### src/rtl/pwm_multi_ch_pkg.sv
// Shared register map, bit positions and address helper for pwm_multi_ch.
package pwm_multi_ch_pkg;

    // Word indices relative to BASE
    localparam int unsigned REG_CTRL   = 0;
    localparam int unsigned REG_PRESC  = 1;
    localparam int unsigned REG_PERIOD = 2;
    localparam int unsigned REG_STATUS = 3;
    localparam int unsigned REG_DUTY0  = 4;

    // CTRL bit positions
    localparam int unsigned CTRL_EN_BIT  = 0;
    localparam int unsigned CTRL_IRQ_BIT = 1;
    localparam int unsigned CTRL_POL_LSB = 8;

    // STATUS bit positions
    localparam int unsigned STAT_PEF_BIT = 0;
    localparam int unsigned STAT_UPD_BIT = 1;

    // Word offset of an address from BASE; below-BASE addresses wrap to a huge index
    function automatic logic [29:0] word_index(input logic [29:0] addr_w, input logic [29:0] base_w);
        return addr_w - base_w;
    endfunction

endpackage

### src/rtl/pwm_multi_ch_channel.sv
// One PWM channel: active duty register, shadow load, comparator, polarity, output flop.
module pwm_multi_ch_channel #(
    parameter int unsigned CW = 32
) (
    input  logic          clk,
    input  logic          res,
    input  logic          load,
    input  logic          en,
    input  logic          pol,
    input  logic [CW-1:0] cnt,
    input  logic [CW-1:0] duty_sh,
    output logic          pwm,
    output logic          upd_c
);

    logic [CW-1:0] duty_act;

    // Active duty reloads on the shared load strobe; output is compare result xor polarity
    always_ff @(posedge clk or posedge res) begin
        if (res) begin
            duty_act <= '0;
            pwm      <= 1'b0;
        end else begin
            if (load) begin
                duty_act <= duty_sh;
            end
            pwm <= en ? ((cnt < duty_act) ^ pol) : pol;
        end
    end

    // Pending shadow update flag for STATUS.UPD
    assign upd_c = (duty_sh != duty_act);

endmodule

### src/rtl/pwm_multi_ch.sv
// Multi-channel PWM peripheral: shared prescaler and period counter, per-channel duty/polarity,
// double-buffered PERIOD/DUTY. Optional period-end interrupt under macro PWM_IRQ_EN.
module pwm_multi_ch
    import pwm_multi_ch_pkg::*;
#(
    parameter int unsigned NCH  = 4,
    parameter int unsigned CW   = 32,
    parameter logic [31:0] BASE = 32'h20
) (
    input  logic           clk,
    input  logic           res,
    input  logic           rd,
    input  logic           wr,
    input  logic [31:0]    addr,
    input  logic [31:0]    data_in,
    output logic [31:0]    data_out,
    output logic [NCH-1:0] pwm,
    output logic           irq
);

    localparam int unsigned NREG = REG_DUTY0 + NCH;

    logic [29:0]    widx;
    logic           mapped;
    logic           wr_hit;
    logic           unused_bits;

    logic           en;
    logic [NCH-1:0] pol;
    logic [CW-1:0]  presc;
    logic [CW-1:0]  psc;
    logic [CW-1:0]  cnt;
    logic [CW-1:0]  period_sh;
    logic [CW-1:0]  period_act;
    logic [CW-1:0]  duty_sh [NCH];
    logic [NCH-1:0] duty_upd;
    logic           tick;
    logic           wrap;
    logic           load;
    logic [31:0]    rdata_c;

    assign widx        = word_index(addr[31:2], BASE[31:2]);
    assign mapped      = (widx < 30'(NREG));
    assign wr_hit      = wr && mapped;
    assign unused_bits = ^{addr[1:0], data_in};

    assign tick = en && (psc == presc);
    assign wrap = tick && (cnt == period_act);
    assign load = wrap || !en;

    // Bus-writable control, prescaler and shadow registers
    always_ff @(posedge clk or posedge res) begin
        if (res) begin
            en        <= 1'b0;
            pol       <= '0;
            presc     <= '0;
            period_sh <= '0;
            for (int i = 0; i < int'(NCH); i++) begin
                duty_sh[i] <= '0;
            end
        end else if (wr_hit) begin
            if (widx == 30'(REG_CTRL)) begin
                en  <= data_in[CTRL_EN_BIT];
                pol <= data_in[CTRL_POL_LSB +: NCH];
            end
            if (widx == 30'(REG_PRESC)) begin
                presc <= data_in[CW-1:0];
            end
            if (widx == 30'(REG_PERIOD)) begin
                period_sh <= data_in[CW-1:0];
            end
            for (int i = 0; i < int'(NCH); i++) begin
                if (widx == 30'(REG_DUTY0 + i)) begin
                    duty_sh[i] <= data_in[CW-1:0];
                end
            end
        end
    end

    // Prescaler and period counter; both held at zero while disabled
    always_ff @(posedge clk or posedge res) begin
        if (res) begin
            psc <= '0;
            cnt <= '0;
        end else if (!en) begin
            psc <= '0;
            cnt <= '0;
        end else begin
            psc <= tick ? '0 : psc + CW'(1);
            if (tick) begin
                cnt <= (cnt == period_act) ? '0 : cnt + CW'(1);
            end
        end
    end

    // Active period follows the shadow on wrap or continuously while disabled
    always_ff @(posedge clk or posedge res) begin
        if (res) begin
            period_act <= '0;
        end else if (load) begin
            period_act <= period_sh;
        end
    end

    // Per-channel duty and output stage
    for (genvar gi = 0; gi < int'(NCH); gi++) begin : g_ch
        pwm_multi_ch_channel #(.CW(CW)) u_ch (
            .clk     (clk),
            .res     (res),
            .load    (load),
            .en      (en),
            .pol     (pol[gi]),
            .cnt     (cnt),
            .duty_sh (duty_sh[gi]),
            .pwm     (pwm[gi]),
            .upd_c   (duty_upd[gi])
        );
    end

`ifdef PWM_IRQ_EN
    logic irq_en;
    logic irq_en_n;
    logic pef;
    logic pef_n;

    // Next-state of flag and enable; a wrap wins over a same-cycle clear
    always_comb begin
        pef_n    = pef;
        irq_en_n = irq_en;
        if (wr_hit && widx == 30'(REG_CTRL)) begin
            irq_en_n = data_in[CTRL_IRQ_BIT];
        end
        if (wr_hit && widx == 30'(REG_STATUS) && data_in[STAT_PEF_BIT]) begin
            pef_n = 1'b0;
        end
        if (wrap) begin
            pef_n = 1'b1;
        end
    end

    // Period-end flag and interrupt output
    always_ff @(posedge clk or posedge res) begin
        if (res) begin
            irq_en <= 1'b0;
            pef    <= 1'b0;
            irq    <= 1'b0;
        end else begin
            irq_en <= irq_en_n;
            pef    <= pef_n;
            irq    <= pef_n && irq_en_n;
        end
    end
`else
    assign irq = 1'b0;
`endif

    // Read mux; unmapped addresses return zero
    always_comb begin
        rdata_c = '0;
        if (mapped) begin
            if (widx == 30'(REG_CTRL)) begin
                rdata_c[CTRL_EN_BIT]           = en;
                rdata_c[CTRL_POL_LSB +: NCH]   = pol;
`ifdef PWM_IRQ_EN
                rdata_c[CTRL_IRQ_BIT]          = irq_en;
`endif
            end
            if (widx == 30'(REG_PRESC)) begin
                rdata_c[CW-1:0] = presc;
            end
            if (widx == 30'(REG_PERIOD)) begin
                rdata_c[CW-1:0] = period_sh;
            end
            if (widx == 30'(REG_STATUS)) begin
                rdata_c[STAT_UPD_BIT] = (period_sh != period_act) || (|duty_upd);
`ifdef PWM_IRQ_EN
                rdata_c[STAT_PEF_BIT] = pef;
`endif
            end
            for (int i = 0; i < int'(NCH); i++) begin
                if (widx == 30'(REG_DUTY0 + i)) begin
                    rdata_c[CW-1:0] = duty_sh[i];
                end
            end
        end
    end

    // Registered read data, held until the next read
    always_ff @(posedge clk or posedge res) begin
        if (res) begin
            data_out <= '0;
        end else if (rd) begin
            data_out <= rdata_c;
        end
    end

endmodule

### config.mk
export PLATFORM = sky130hd
export DESIGN_NAME = pwm_multi_ch
export DESIGN_NICKNAME = d
export VERILOG_FILES = /design/src/rtl/pwm_multi_ch_pkg.sv /design/src/rtl/pwm_multi_ch_channel.sv /design/src/rtl/pwm_multi_ch.sv
export SDC_FILE = /design/constraint.sdc
export NUM_CORES = 1
export LEC_CHECK = 0
export CORE_MARGIN = 4
export CORE_UTILIZATION = 55
export CTS_CLUSTER_SIZE = 24
export DETAILED_ROUTE_END_ITERATION = 10
export PLACE_DENSITY_LB_ADDON = 0.08
export SLEW_MARGIN = 10
export SYNTH_ARGS = -nofsm -noshare
export SYNTH_HDL_FRONTEND = slang
export SYNTH_SLANG_ARGS = --single-unit
### constraint.sdc
create_clock -name clk -period 25.7 [get_ports clk]
set_input_delay 7.71 -clock clk [delete_from_list [all_inputs] [get_ports clk]]
set_output_delay 7.71 -clock clk [all_outputs]
set_load 0.005 [all_outputs]
### Routed clock nets over the placement

Scale bar: 50 um.
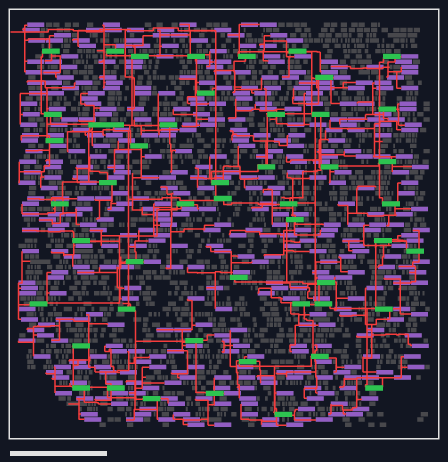
[green] cells driving clock nets | count: 50
[purple] flip-flops | count: 457
[red] clock wires | length: 6080 um
flops lie: all over the die
routed clock nets: 51

### PDN straps and rails

Scale bar: 50 um. Pins as bars on the die edge.
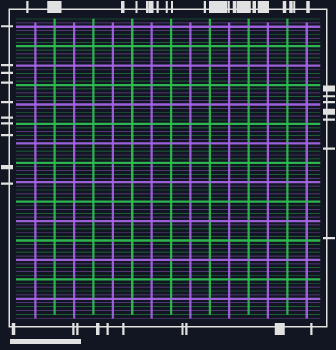
| color | net |
|---|---|
| purple | VSS |
| green | VDD |
met5 straps: 15
signal pins: 105

### Clock routing

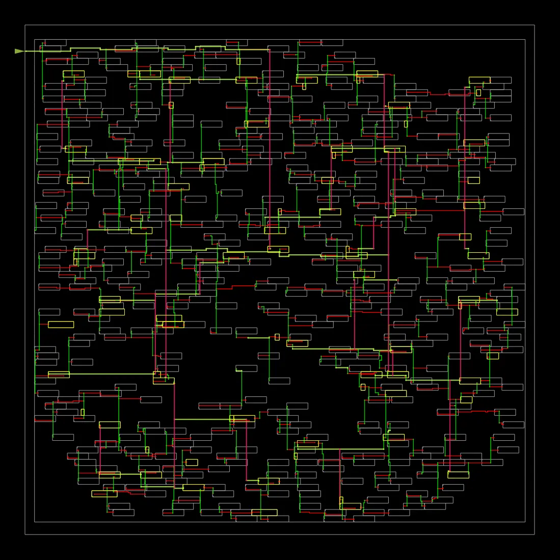
Flops: 457
clk_skew: 18.28 ps
clk sinks: 457
Worst-Skew Late Latency: 600 ps

==> flow_summary.yaml <==
# synthesis and place-and-route metrics
run_status:
  status: "completed"
floorplan:
  dieHeight_um: 221.2
  core_area_um2: 44610
  n_tap_cell: 592
  num_rows: 77
  chip_area_um2: 48920
  fp_util_pct: 56.03
  ioPinCount: 105
cells_and_area:
  area_growth_pct: 12.77
  final_util_pct: 63.18
  comb_share_pct: 44.67
  num-nonclk-buffers: 134
  clkCellAreaFrac_pct: 5.824
  layout_top_cell: "dfrtp_1"
  diodes: 0
  nClkBuffers: 74
  top_area_cell_class: "multi-input combinational cells"
  final-nonclk-buf-share_pct: 4.448
  fillers: 3657
  drive_above_1_share_pct: 14.44
  flop_area_um2: 11440
drt:
  drc_errors: 0
  antenna_left: 0
  dr.first_iter.drc_count: 2190
  met3_length_mm: 7.820
  routed-wl-met2_mm: 39.03
  met1_length_mm: 36.05
  wl_mm: 87.95
  num_vias: 19770
logic_synthesis:
  synth_adder_area_share_pct: 6.358
  ys_ff: 457
  simple_gate_share_pct: 12.20
  yosys.area_share.aoi_pct: 11.56
  top_area_cell: "dfrtp_1"
  ys_cells: 2417
  top_cell: "dfrtp_1"
  logic_family: "simple AND/OR/NAND/NOR gates"
  async_reset_ff_share_pct: 100.0
  edf_count: 0
  ys_types: 73
  top_cells_by_count: "457 x dfrtp_1, 228 x mux2_2, 210 x nand2_1"
  xor_area_share_pct: 9.076
  ff_type: "dfrtp_1"
  synth_seq_share_pct: 45.76
  yosysTopAreaCellShare_pct: 45.76
  yosys_warnings: 0
global_routing:
  gr-usage-all-layers_pct: 35.32
  grt_pass1_vias: 19460
  antenna_found_initial: 1
  top_usage_layer: "met2"
job:
  warnings: 32
cts:
  numCtsBuffers: 50
  cts_setup_buffers: 0
  tritoncts: "built"
  hold_buffers: 0
  root_buffer: "clkbuf_16"
final_timing:
  report.final.hold_viol_count: 0
  rsz0062_at_grt: "no"
  setup-tns-final_ps: 0
  slew_violations: 0
placement:
  portBuffers: 101
  gp_congestion: 1.014
  post-place-ws_ps: 13450
  place_inst: 3033
  placed_area_um2: 26540
critical_path:
  cp_slowest_stage_delay_ps: 970
  cpMaxStageDelayCell: "nor3b_4"
  crit_required_ps: 26170
  worst-path-stages: 11
  startpoint_type: "input port"
  worstPathArrival_ps: 12200
  regToRegSetupSlack_ps: 21270
  endpoint: "period_sh[4]"
  path_delay_family: "simple AND/OR/NAND/NOR gates"
  r2r_start: "cnt[12]"
  crit_start: "addr[5]"
  crit_path_max_fanout: 19
min_path:
  holdPathEnd: "data_out[30]"
  whs_path_depth: 1
power:
  p_int_mw: 1.177
  comb_power_share_pct: 4.0
  p_switching_mw: 0.3427
  powerDensity_nw_per_um2: 53.92
Power is estimated from default activity; no workload was simulated.
